--- config.mk ---
export PLATFORM = sky130hd
export DESIGN_NAME = bus_master_8086
export DESIGN_NICKNAME = d
export VERILOG_FILES = /design/src/rtl/bus_master_8086.sv
export SDC_FILE = /design/constraint.sdc
export NUM_CORES = 1
export LEC_CHECK = 0
export CORE_AREA = 2 2 104 106
export DETAILED_ROUTE_END_ITERATION = 10
export DIE_AREA = 0 0 106 108
export GPL_TIMING_DRIVEN = 0
export PLACE_DENSITY = 0.79
export SYNTH_ARGS = -nofsm -noshare
export SYNTH_HDL_FRONTEND = slang
export SYNTH_SLANG_ARGS = --single-unit
export TNS_END_PERCENT = 30
--- constraint.sdc ---
create_clock -name clk -period 2.25 [get_ports clk]
set_clock_uncertainty 0.1 [all_clocks]
set_input_delay 0.5625 -clock clk [delete_from_list [all_inputs] [get_ports clk]]
set_output_delay 0.5625 -clock clk [all_outputs]
set_load 0.01 [all_outputs]
--- src/rtl/bus_master_8086.sv ---
// 8086 minimum-mode bus master.
// One request in, one T1..T4 bus cycle out (two cycles for an odd-address word),
// with READY-driven wait states, a 15-wait timeout and a single completion pulse.
module bus_master_8086 (
    input  logic        clk,
    input  logic        RESET,
    input  logic        req_valid,
    output logic        req_ready,
    input  logic        req_write,
    input  logic        req_mem,
    input  logic        req_word,
    input  logic [19:0] req_addr,
    input  logic [15:0] req_wdata,
    output logic        rsp_valid,
    output logic [15:0] rsp_rdata,
    output logic        rsp_err,
    output logic [19:0] LAD_OUT,
    output logic        LAD_OE,
    input  logic [15:0] LAD_IN,
    output logic        ALE,
    output logic        BHE_N,
    output logic        M_IO,
    output logic        RD_N,
    output logic        WR_N,
    output logic        DEN_N,
    output logic        DT_R,
    input  logic        READY
);

    localparam logic [2:0] S_IDLE = 3'd0;
    localparam logic [2:0] S_T1   = 3'd1;
    localparam logic [2:0] S_T2   = 3'd2;
    localparam logic [2:0] S_T3   = 3'd3;
    localparam logic [2:0] S_TW   = 3'd4;
    localparam logic [2:0] S_T4   = 3'd5;

    logic [2:0]  state;
    logic [3:0]  wait_cnt;
    logic [19:0] cyc_addr;   // address of the bus cycle in flight
    logic        cyc_word;   // bus cycle uses both lanes
    logic        second;     // bus cycle is the second half of a split word
    logic        pend;       // a second half follows this cycle's T4
    logic        r_write;
    logic        r_mem;
    logic [15:0] r_wdata;
    logic [7:0]  byte1;      // byte read by the first half of a split word

    logic        accept;
    logic        split_next;
    logic        start_t1;
    logic [19:0] t1_addr;
    logic        t1_mem;
    logic        t1_write;
    logic        t1_word;
    logic [7:0]  wr_byte;
    logic [15:0] wr_lanes;
    logic [7:0]  rd_byte;
    logic [15:0] rd_result;

    // Ready for a new request when idle, or in the last T4 of a transfer.
    always_comb begin
        req_ready = (state == S_IDLE) || ((state == S_T4) && !pend);
    end

    assign accept     = req_valid && req_ready;
    assign split_next = (state == S_T4) && pend;
    assign start_t1   = accept || split_next;

    // Parameters of the next T1: either the second half of a split word or a fresh request.
    always_comb begin
        if (split_next) begin
            t1_addr  = cyc_addr + 20'd1;
            t1_mem   = r_mem;
            t1_write = r_write;
            t1_word  = 1'b0;
        end else begin
            t1_addr  = req_addr;
            t1_mem   = req_mem;
            t1_write = req_write;
            t1_word  = req_word && !req_addr[0];
        end
    end

    // Lane steering: byte cycles put the byte on both lanes; the odd/even lane
    // is the one the responder picks via A0/BHE_N. Reads pick the lane by A0.
    always_comb begin
        wr_byte  = second ? r_wdata[15:8] : r_wdata[7:0];
        wr_lanes = cyc_word ? r_wdata : {wr_byte, wr_byte};
        rd_byte  = cyc_addr[0] ? LAD_IN[15:8] : LAD_IN[7:0];
        if (r_write)
            rd_result = 16'h0000;
        else if (cyc_word)
            rd_result = LAD_IN;
        else if (second)
            rd_result = {rd_byte, byte1};
        else
            rd_result = {8'h00, rd_byte};
    end

    // Bus-cycle FSM with all bus and response outputs registered.
    always_ff @(posedge clk) begin
        if (RESET) begin
            state     <= S_IDLE;
            wait_cnt  <= 4'd0;
            cyc_addr  <= 20'd0;
            cyc_word  <= 1'b0;
            second    <= 1'b0;
            pend      <= 1'b0;
            r_write   <= 1'b0;
            r_mem     <= 1'b0;
            r_wdata   <= 16'd0;
            byte1     <= 8'd0;
            ALE       <= 1'b0;
            RD_N      <= 1'b1;
            WR_N      <= 1'b1;
            DEN_N     <= 1'b1;
            BHE_N     <= 1'b1;
            DT_R      <= 1'b0;
            M_IO      <= 1'b0;
            LAD_OE    <= 1'b0;
            LAD_OUT   <= 20'd0;
            rsp_valid <= 1'b0;
            rsp_err   <= 1'b0;
            rsp_rdata <= 16'd0;
        end else begin
            rsp_valid <= 1'b0;
            rsp_err   <= 1'b0;
            if (start_t1) begin
                state    <= S_T1;
                wait_cnt <= 4'd0;
                ALE      <= 1'b1;
                LAD_OE   <= 1'b1;
                LAD_OUT  <= t1_mem ? t1_addr : {4'h0, t1_addr[15:0]};
                M_IO     <= t1_mem;
                DT_R     <= t1_write;
                BHE_N    <= !(t1_word || t1_addr[0]);
                cyc_addr <= t1_addr;
                cyc_word <= t1_word;
                if (accept) begin
                    r_write <= req_write;
                    r_mem   <= req_mem;
                    r_wdata <= req_wdata;
                    pend    <= req_word && req_addr[0];
                    second  <= 1'b0;
                end else begin
                    pend    <= 1'b0;
                    second  <= 1'b1;
                end
            end else begin
                case (state)
                    S_T1: begin
                        state <= S_T2;
                        ALE   <= 1'b0;
                        DEN_N <= 1'b0;
                        if (r_write) begin
                            WR_N    <= 1'b0;
                            LAD_OUT <= {4'h0, wr_lanes};
                        end else begin
                            RD_N   <= 1'b0;
                            LAD_OE <= 1'b0;
                        end
                    end
                    S_T2: state <= S_T3;
                    S_T3, S_TW: begin
                        if (READY || wait_cnt == 4'hF) begin
                            state  <= S_T4;
                            RD_N   <= 1'b1;
                            WR_N   <= 1'b1;
                            DEN_N  <= 1'b1;
                            LAD_OE <= 1'b0;
                            if (!READY) begin
                                // Timeout ends the transfer, dropping any second half.
                                pend      <= 1'b0;
                                rsp_valid <= 1'b1;
                                rsp_err   <= 1'b1;
                                rsp_rdata <= 16'hFFFF;
                            end else if (pend) begin
                                byte1 <= rd_byte;
                            end else begin
                                rsp_valid <= 1'b1;
                                rsp_rdata <= rd_result;
                            end
                        end else begin
                            state    <= S_TW;
                            wait_cnt <= wait_cnt + 4'd1;
                        end
                    end
                    default: state <= S_IDLE;
                endcase
            end
        end
    end

endmodule

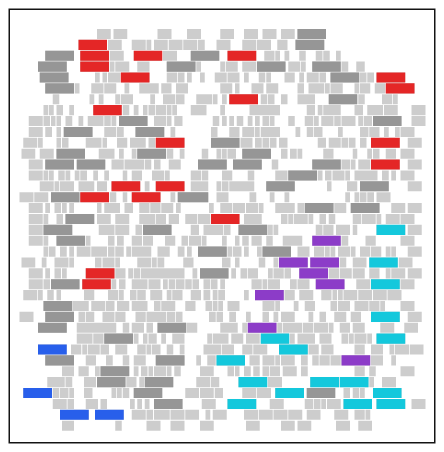
*Where the registers sit, run 1*
(4 px per µm)
| color | netlist name | sequential cells |
|---|---|---|
| cyan | rsp_rdata | 16 |
| blue | wait_cnt | 4 |
| red | LAD_OUT | 20 |
| purple | byte1 | 8 |
not colored: 54
final core utilization: 65.81%
Flop area: 0.002043 mm²
Seq group: 0.00224 W
Seq/total area: 30.35%

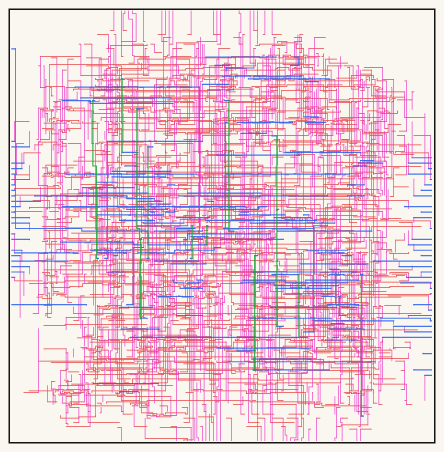
*Metal layers overlaid, run 1*
(4 px per µm)
| color | layer | wire length |
|---|---|---|
| blue | met3 | 1720 µm |
| magenta | met2 | 8280 µm |
| red | met1 | 7470 µm |
| green | met4 | 504 µm |
Total GRT Usage: 31.16%
Post-Route WL: 17970 µm
DR vias: 5701
post-DR wirelength/cell: 20.03 µm

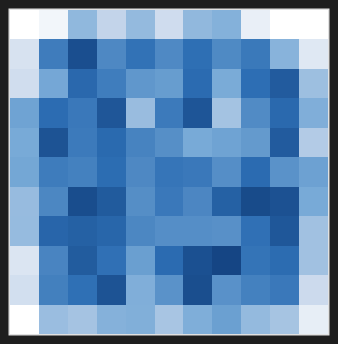
*Cell area per tile, run 1*
(3 px per µm) The die is cut into 11 by 11 equal tiles; white is low, dark blue is high, 0 to 100% covered.
nearly empty tiles: 3.3%
mean over tiles: 57%
fullest tile: 91%
tiles over 75% full: 25%
fp_density: 51.24%
Core Region: 0.01023 mm²

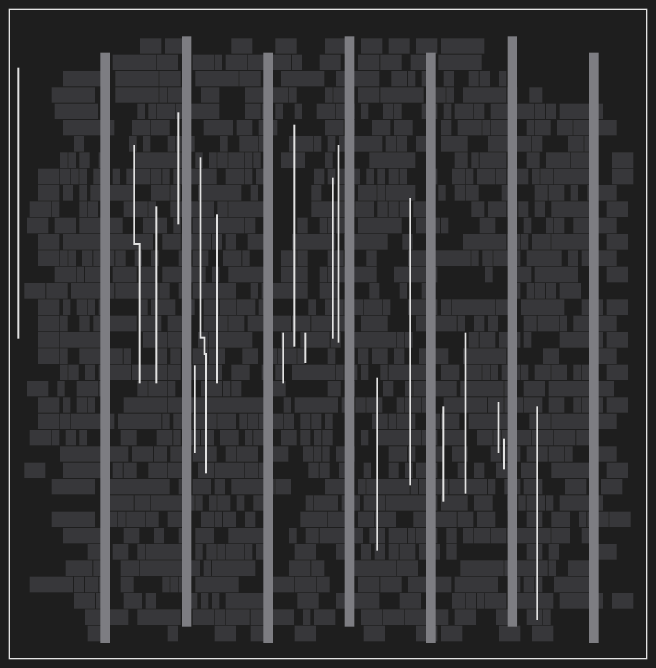
*Met4 routing, run 1*
(6 px per µm) Supply wires on this layer in gray. Cells faint in the background.
nets with wire on the layer: 16
longest straight run: 47.6 µm
main direction: vertical
share of all routed wire: 2.8%
wire length on this layer: 504 µm

==> impl_metrics.env, run 1 <==
# flow metrics
export IMPL_gp_congestion=0.9266
export IMPL_fmax_ghz=0.4487
export IMPL_relSlewSlack_pct=49.43
export IMPL_critPathMaxStageDelay_ps=600
export IMPL_num_tap_cells=136
export IMPL_logic_area_mm2=0.002965
export IMPL_avgSynthCellArea_um2=8.191
export IMPL_synth_area_mm2=0.005243
export IMPL_layout_non_clock_buffers=159
export IMPL_cap_violations=0
export IMPL_postLayoutCellArea_mm2=0.006733
export IMPL_period_minus_slack_ps=2229
export IMPL_hpwl_um=13280
export IMPL_start_kind="input pin"
export IMPL_fillers=934
export IMPL_yosys_top_cells_area="dfxtp_1 (39%), nand2_1 (6.1%), a21oi_1 (5.6%)"
export IMPL_layout_nets=817
export IMPL_grt_max_degree=18
export IMPL_fin_ws_ps=21.26
export IMPL_common_cells="dfxtp_1 (102), nand2_1 (85), nor2_1 (67)"
export IMPL_p_int_w=0.003389
export IMPL_maxPowerGroup="registers"
export IMPL_pre_cts_ws_ps=-951.7
export IMPL_cts_buffer_depth=2
export IMPL_regToRegSetupSlack_ps=50
export IMPL_holdCritPathClass="reg2reg"
export IMPL_ys_top_logic_family="AND-OR/OR-AND gates"
export IMPL_die_width_um=106
export IMPL_synth_yosys_num_cells=640
export IMPL_diodes=0
export IMPL_gr_usage_met1_pct=41.80
export IMPL_r2r_cells=7
export IMPL_p_comb_share_pct=34.8
export IMPL_synth_distinct_cells=65
export IMPL_grt_pass1_wl_um=27830
export IMPL_grt_pass1_vias=5363
export IMPL_path_depth=4
export IMPL_ys_sh_adder_pct=0.4773
export IMPL_status="finished, final reports clean"
export IMPL_antenna_found_initial=0
export IMPL_edf_count=0
export IMPL_top_layer="met4"
export IMPL_cts_buffers=9
export IMPL_worst_pin_slew_ps=758.6
export IMPL_fin_cells=897
export IMPL_drive_gt1_share_pct=11.04
export IMPL_hold_depth=2
export IMPL_total_power_w=0.005289
export IMPL_startpoint="RESET"
export IMPL_yosysTopAreaCell="dfxtp_1"
export IMPL_p_seq_share_pct=42.4
export IMPL_crit_family="buffers and inverters"
export IMPL_mostFrequentLayoutCells="clkdlybuf4s50_1 (102), dfxtp_1 (101), nand2_1 (85), nor2_1 (65), a21oi_1 (57)"
export IMPL_grtUsageMet3_pct=3.556
export IMPL_cp_required_ps=2390
export IMPL_worst_r2r_endpoint="LAD_OUT[14]"
export IMPL_syn_num_nets=701
export IMPL_synthCells=640
export IMPL_synthToLayoutAreaGrowth_pct=28.42
export IMPL_synthAoiAreaFrac_pct=25.66
export IMPL_worst_hold_slack_ps=364.4
export IMPL_ir_worst_vdd_mv=0.4453
export IMPL_clock_sinks=102
export IMPL_endpoint="rsp_rdata[14]"
export IMPL_lay_top_count="clkdlybuf4s50_1"
export IMPL_yosysWarningCount=0
export IMPL_buf_share_pct=19.42
export IMPL_ys_sh_xor_pct=3.007
export IMPL_p_clk_share_pct=22.8
export IMPL_inverters=13
export IMPL_largest_class="combinational gates"
export IMPL_rsz0062_at_grt="true"
export IMPL_worstPathCellList="clkdlybuf4s50_1 > clkbuf_1 > clkbuf_1 > nor3_1"
export IMPL_post_dp_cell_area_mm2=0.006454
export IMPL_power_net_switching_w=0.001901
export IMPL_cp_slowest_cell="clkbuf_1"
export IMPL_ant_nets=0
export IMPL_drc_errors=0
export IMPL_period_used_pct=99.06
export IMPL_r2r_start="state[2]"
export IMPL_power_density_mw_per_mm2=785.6
export IMPL_grt_overflow_total=0
export IMPL_clk_pin_slew_worst_paths_ps=110
export IMPL_cts_tree="built"
export IMPL_path_class="in2reg"
export IMPL_top_area_share_pct=38.95
export IMPL_critPathMaxFanout=10
export IMPL_async_reset_ff_share_pct=0
export IMPL_p_leak_nw=2.456
export IMPL_worstPathArrival_ps=2370
export IMPL_top_regs="LAD_OUT: 20 flops, cyc_addr: 20 flops"
export IMPL_met1_length_um=7467
export IMPL_clockRootBuffer="clkbuf_8"
export IMPL_path_common_cell="clkbuf_1"
export IMPL_switching_share_pct=35.93
export IMPL_fp_dieH_um=108
export IMPL_grt_busiest_layer="met2"
export IMPL_drv_slew=0
export IMPL_hold_viol=0
export IMPL_holdPathEnd="LAD_OUT[19]"
export IMPL_path_buffers=3
export IMPL_num_clock_buffers=10
export IMPL_comb_share_pct=44.04
export IMPL_synth_flops=102
export IMPL_dieArea_mm2=0.01145
export IMPL_clock_area_share_pct=2.936
export IMPL_grt_util_met2_pct=51.89
export IMPL_post_place_cells=880
export IMPL_cts_setup_buffers=2
export IMPL_seq_cell_count=102
export IMPL_ys_seq_share_pct=38.95
export IMPL_clkLatencyLatePin_ps=370
export IMPL_num_rows=37
export IMPL_yosys_area_share_simple_pct=21.31
export IMPL_htree_levels=3
export IMPL_powerClk_w=0.00121
export IMPL_setup_violations=0
export IMPL_setup_tns_ps=0
export IMPL_wl_met3_um=1720
export IMPL_hp_start="LAD_OUT[19]"
export IMPL_drtPass1Iterations=7
export IMPL_comb_cells=471
export IMPL_holdBufCountCts=0
export IMPL_pin_count=106
export IMPL_end_kind="flop"
export IMPL_tool_warnings=27
export IMPL_vias_per_cell=6.356
export IMPL_top_cell="dfxtp_1"
export IMPL_ff_type="dfxtp_1"
export IMPL_post_cts_resized=16
## Run 2: what changed since run 1
Settings changed: ABC_AREA set to 0, CAP_MARGIN set to 20.
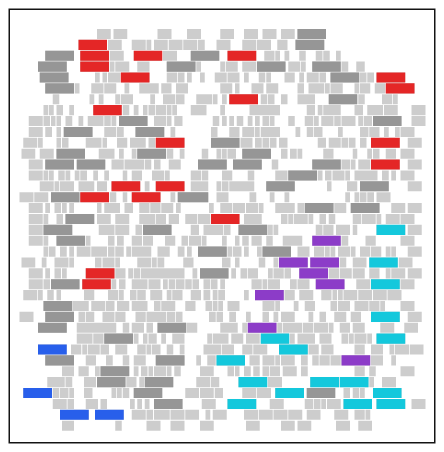
*Where the registers sit, run 2*
(4 px per µm)

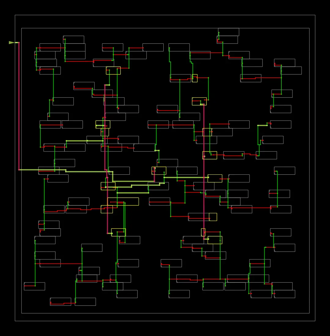
*Clock nets, run 2*
Late-Pin Clk Latency: 370 ps
Clk power: 0.00121 W
clock buffer count: 10

==> run 2 against run 1 <==
Effect of this change: die area stayed put; routed wire length stayed put; final cell count stayed put; non-clock buffer count stayed put; combinational power hardly changed; sequential share of layout area stayed put; area after synthesis stayed put.
==> impl_metrics.env, run 2 <==
# flow metrics
export IMPL_status="finished, final reports clean"
export IMPL_holdCritPathClass="reg2reg"
export IMPL_ys_sh_adder_pct=0.4773
export IMPL_tool_warnings=27
export IMPL_setup_violations=0
export IMPL_startpoint="RESET"
export IMPL_path_depth=4
export IMPL_hold_depth=2
export IMPL_grt_max_degree=18
export IMPL_grt_busiest_layer="met2"
export IMPL_comb_share_pct=44.04
export IMPL_critPathMaxFanout=10
export IMPL_synth_flops=102
export IMPL_yosys_area_share_simple_pct=21.31
export IMPL_htree_levels=3
export IMPL_drt_wl_total_um=17970
export IMPL_crit_family="buffers and inverters"
export IMPL_start_kind="input pin"
export IMPL_cts_setup_buffers=2
export IMPL_post_place_cells=880
export IMPL_edf_count=0
export IMPL_grt_usage_pct=31.16
export IMPL_yosysWarningCount=0
export IMPL_pre_cts_ws_ps=-951.7
export IMPL_setup_tns_ps=0
export IMPL_wl_met3_um=1720
export IMPL_path_common_cell="clkbuf_1"
export IMPL_grt_util_met2_pct=51.89
export IMPL_gp_congestion=0.9266
export IMPL_r2r_start="state[2]"
export IMPL_grtUsageMet3_pct=3.556
export IMPL_switching_share_pct=35.93
export IMPL_fin_cells=897
export IMPL_ys_top_logic_family="AND-OR/OR-AND gates"
export IMPL_p_comb_share_pct=34.8
export IMPL_path_buffers=3
export IMPL_vias=5701
export IMPL_num_tap_cells=136
export IMPL_cts_buffer_depth=2
export IMPL_drv_slew=0
export IMPL_clock_sinks=102
export IMPL_relSlewSlack_pct=49.43
export IMPL_worst_pin_slew_ps=758.6
export IMPL_period_minus_slack_ps=2229
export IMPL_buf_share_pct=19.42
export IMPL_cap_violations=0
export IMPL_drtPass1Iterations=7
export IMPL_top_area_share_pct=38.95
export IMPL_common_cells="dfxtp_1 (102), nand2_1 (85), nor2_1 (67)"
export IMPL_top_regs="LAD_OUT: 20 flops, cyc_addr: 20 flops"
export IMPL_avgSynthCellArea_um2=8.191
export IMPL_syn_num_nets=701
export IMPL_pg_seq_w=0.00224
export IMPL_top_cell="dfxtp_1"
export IMPL_final_util_pct=65.81
export IMPL_fmax_ghz=0.4487
export IMPL_grt_pass1_wl_um=27830
export IMPL_worst_hold_slack_ps=364.4
export IMPL_holdBufCountCts=0
export IMPL_postLayoutCellArea_mm2=0.006733
export IMPL_cp_required_ps=2390
export IMPL_end_kind="flop"
export IMPL_ys_sh_xor_pct=3.007
export IMPL_logic_area_mm2=0.002965
export IMPL_p_clk_share_pct=22.8
export IMPL_clk_pin_slew_worst_paths_ps=110
export IMPL_critPathMaxStageDelay_ps=600
export IMPL_seq_cell_count=102
export IMPL_diodes=0
export IMPL_fp_dieH_um=108
export IMPL_synth_area_mm2=0.005243
export IMPL_drc_errors=0
export IMPL_comb_cells=471
export IMPL_async_reset_ff_share_pct=0
export IMPL_synthAoiAreaFrac_pct=25.66
export IMPL_r2r_cells=7
export IMPL_layout_nets=817
export IMPL_cp_slowest_cell="clkbuf_1"
export IMPL_grt_pass1_vias=5363
export IMPL_synth_yosys_num_cells=640
export IMPL_yosysTopAreaCell="dfxtp_1"
export IMPL_p_int_w=0.003389
export IMPL_gr_usage_met1_pct=41.80
export IMPL_hpwl_um=13280
export IMPL_maxPowerGroup="registers"
export IMPL_worstPathArrival_ps=2370
export IMPL_endpoint="rsp_rdata[14]"
export IMPL_cts_buffers=9
export IMPL_power_net_switching_w=0.001901
export IMPL_worst_r2r_endpoint="LAD_OUT[14]"
export IMPL_fp_util_pct=51.24
export IMPL_fillers=934
export IMPL_clockRootBuffer="clkbuf_8"
export IMPL_period_used_pct=99.06
export IMPL_rsz0062_at_grt="true"
export IMPL_antenna_found_initial=0
export IMPL_grt_overflow_total=0
export IMPL_core_mm2=0.01023
export IMPL_path_class="in2reg"
export IMPL_ff_type="dfxtp_1"
export IMPL_p_seq_share_pct=42.4
export IMPL_mostFrequentLayoutCells="clkdlybuf4s50_1 (102), dfxtp_1 (101), nand2_1 (85), nor2_1 (65), a21oi_1 (57)"
export IMPL_cts_tree="built"
export IMPL_post_cts_resized=16
export IMPL_synth_distinct_cells=65
export IMPL_hold_viol=0
export IMPL_clock_area_share_pct=2.936
export IMPL_synthCells=640
export IMPL_ys_seq_share_pct=38.95
export IMPL_seqCellArea_mm2=0.002043
export IMPL_inverters=13
export IMPL_seq_share_pct=30.35
export IMPL_total_power_w=0.005289
export IMPL_p_leak_nw=2.456
export IMPL_top_layer="met4"
export IMPL_holdPathEnd="LAD_OUT[19]"
export IMPL_regToRegSetupSlack_ps=50
export IMPL_ant_nets=0
export IMPL_lay_top_count="clkdlybuf4s50_1"
## Run 3: what changed since run 2
Settings changed: CTS_CLUSTER_SIZE set to 28.
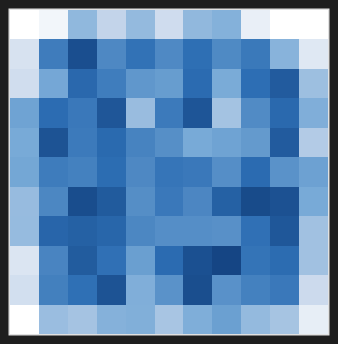
*Cell area per tile, run 3*
(3 px per µm) The die is cut into 11 by 11 equal tiles; white is low, dark blue is high, 0 to 100% covered.
tiles over 75% full: 25%
nearly empty tiles: 3.3%
mean over tiles: 57%
fullest tile: 91%

==> run 3 against run 2 <==
Effect of this change: combinational power about the same; fmax stayed put; clock-buffer cell count unchanged; highest routed layer unchanged; worst hold slack unchanged; first-iteration DRC count unchanged; critical path depth is the same; die area did not move; routed wire length unchanged; clock power hardly changed; area after synthesis unchanged; largest cell class unchanged; via count is the same; sequential share of layout area unchanged.
==> impl_metrics.env, run 3 <==
# flow metrics
export IMPL_worst_r2r_endpoint="LAD_OUT[14]"
export IMPL_num_clock_buffers=10
export IMPL_holdBufCountCts=0
export IMPL_drtPass1Iterations=7
export IMPL_grt_busiest_layer="met2"
export IMPL_fp_util_pct=51.24
export IMPL_core_mm2=0.01023
export IMPL_drv_slew=0
export IMPL_seq_share_pct=30.35
export IMPL_yosys_top_cells_area="dfxtp_1 (39%), nand2_1 (6.1%), a21oi_1 (5.6%)"
export IMPL_post_place_cells=880
export IMPL_setup_tns_ps=0
export IMPL_ys_seq_share_pct=38.95
export IMPL_setup_violations=0
export IMPL_tool_warnings=27
export IMPL_clockRootBuffer="clkbuf_8"
export IMPL_edf_count=0
export IMPL_top_cell="dfxtp_1"
export IMPL_powerClk_w=0.00121
export IMPL_top_area_share_pct=38.95
export IMPL_ys_sh_adder_pct=0.4773
export IMPL_cts_buffer_depth=2
export IMPL_seqCellArea_mm2=0.002043
export IMPL_crit_family="buffers and inverters"
export IMPL_final_util_pct=65.81
export IMPL_grt_max_degree=18
export IMPL_maxPowerGroup="registers"
export IMPL_path_common_cell="clkbuf_1"
export IMPL_cts_tree="built"
export IMPL_ys_top_logic_family="AND-OR/OR-AND gates"
export IMPL_wl_met3_um=1720
export IMPL_holdPathEnd="LAD_OUT[19]"
export IMPL_drc_errors=0
export IMPL_period_used_pct=99.06
export IMPL_ys_sh_xor_pct=3.007
export IMPL_holdCritPathClass="reg2reg"
export IMPL_hold_viol=0
export IMPL_vias=5701
export IMPL_synth_yosys_num_cells=640
export IMPL_grt_pass1_wl_um=27830
export IMPL_comb_share_pct=44.04
export IMPL_switching_share_pct=35.93
export IMPL_inverters=13
export IMPL_synthAoiAreaFrac_pct=25.66
export IMPL_p_comb_share_pct=34.8
export IMPL_syn_num_nets=701
export IMPL_worstPathArrival_ps=2370
export IMPL_start_kind="input pin"
export IMPL_common_cells="dfxtp_1 (102), nand2_1 (85), nor2_1 (67)"
export IMPL_fmax_ghz=0.4487
export IMPL_power_net_switching_w=0.001901
export IMPL_grt_overflow_total=0
export IMPL_period_minus_slack_ps=2229
export IMPL_yosysWarningCount=0
export IMPL_p_leak_nw=2.456
export IMPL_clock_sinks=102
export IMPL_status="finished, final reports clean"
export IMPL_top_layer="met4"
export IMPL_async_reset_ff_share_pct=0
export IMPL_total_power_w=0.005289
export IMPL_buf_share_pct=19.42
export IMPL_critPathMaxFanout=10
export IMPL_clock_area_share_pct=2.936
export IMPL_gr_usage_met1_pct=41.80
export IMPL_top_regs="LAD_OUT: 20 flops, cyc_addr: 20 flops"
export IMPL_cts_buffers=9
export IMPL_post_cts_resized=16
export IMPL_end_kind="flop"
export IMPL_diodes=0
export IMPL_grtUsageMet3_pct=3.556
export IMPL_p_clk_share_pct=22.8
export IMPL_cp_required_ps=2390
export IMPL_htree_levels=3
export IMPL_pre_cts_ws_ps=-951.7
export IMPL_cts_setup_buffers=2
export IMPL_cp_slowest_cell="clkbuf_1"
export IMPL_comb_cells=471
export IMPL_logic_area_mm2=0.002965
export IMPL_endpoint="rsp_rdata[14]"
export IMPL_rsz0062_at_grt="true"
export IMPL_worst_pin_slew_ps=758.6
export IMPL_cap_violations=0
export IMPL_r2r_cells=7
export IMPL_ys_sh_mux_pct=5.060
export IMPL_fp_dieH_um=108
export IMPL_seq_cell_count=102
export IMPL_yosys_area_share_simple_pct=21.31
export IMPL_relSlewSlack_pct=49.43
export IMPL_critPathMaxStageDelay_ps=600
export IMPL_synthToLayoutAreaGrowth_pct=28.42
export IMPL_grt_util_met2_pct=51.89
export IMPL_avgSynthCellArea_um2=8.191
export IMPL_ff_type="dfxtp_1"
export IMPL_regToRegSetupSlack_ps=50
export IMPL_yosysTopAreaCell="dfxtp_1"
export IMPL_synth_flops=102
export IMPL_r2r_start="state[2]"
export IMPL_fillers=934
export IMPL_fin_cells=897
export IMPL_clk_pin_slew_worst_paths_ps=110
export IMPL_num_tap_cells=136
export IMPL_p_int_w=0.003389
export IMPL_pg_comb_w=0.00184
export IMPL_worstPathCellList="clkdlybuf4s50_1 > clkbuf_1 > clkbuf_1 > nor3_1"
export IMPL_pg_seq_w=0.00224
export IMPL_yosys_area_mm2=0.005243
export IMPL_lay_top_count="clkdlybuf4s50_1"
export IMPL_synthCells=640
export IMPL_path_class="in2reg"
export IMPL_synth_area_mm2=0.005243
export IMPL_antenna_found_initial=0
export IMPL_hpwl_um=13280
export IMPL_wl_met2_um=8279
export IMPL_startpoint="RESET"
export IMPL_clkLatencyLatePin_ps=370
export IMPL_path_depth=4
export IMPL_layout_nets=817
export IMPL_gp_congestion=0.9266
export IMPL_mostFrequentLayoutCells="clkdlybuf4s50_1 (102), dfxtp_1 (101), nand2_1 (85), nor2_1 (65), a21oi_1 (57)"
export IMPL_synth_distinct_cells=65
export IMPL_path_buffers=3
export IMPL_drt_wl_total_um=17970
export IMPL_ant_nets=0
export IMPL_grt_pass1_vias=5363
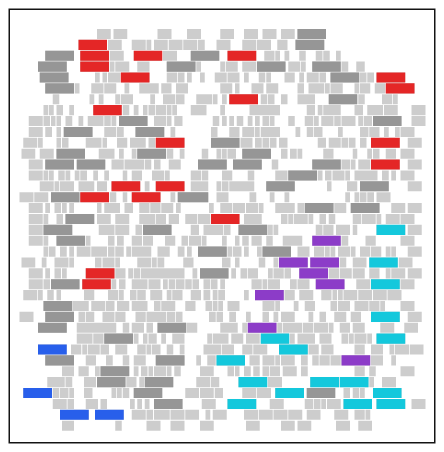
*Where the registers sit, run 3*
(4 px per µm)
| color | netlist name | sequential cells |
|---|---|---|
| red | LAD_OUT | 20 |
| blue | wait_cnt | 4 |
| purple | byte1 | 8 |
| cyan | rsp_rdata | 16 |
not colored: 54

Power and IR drop assume default switching activity.
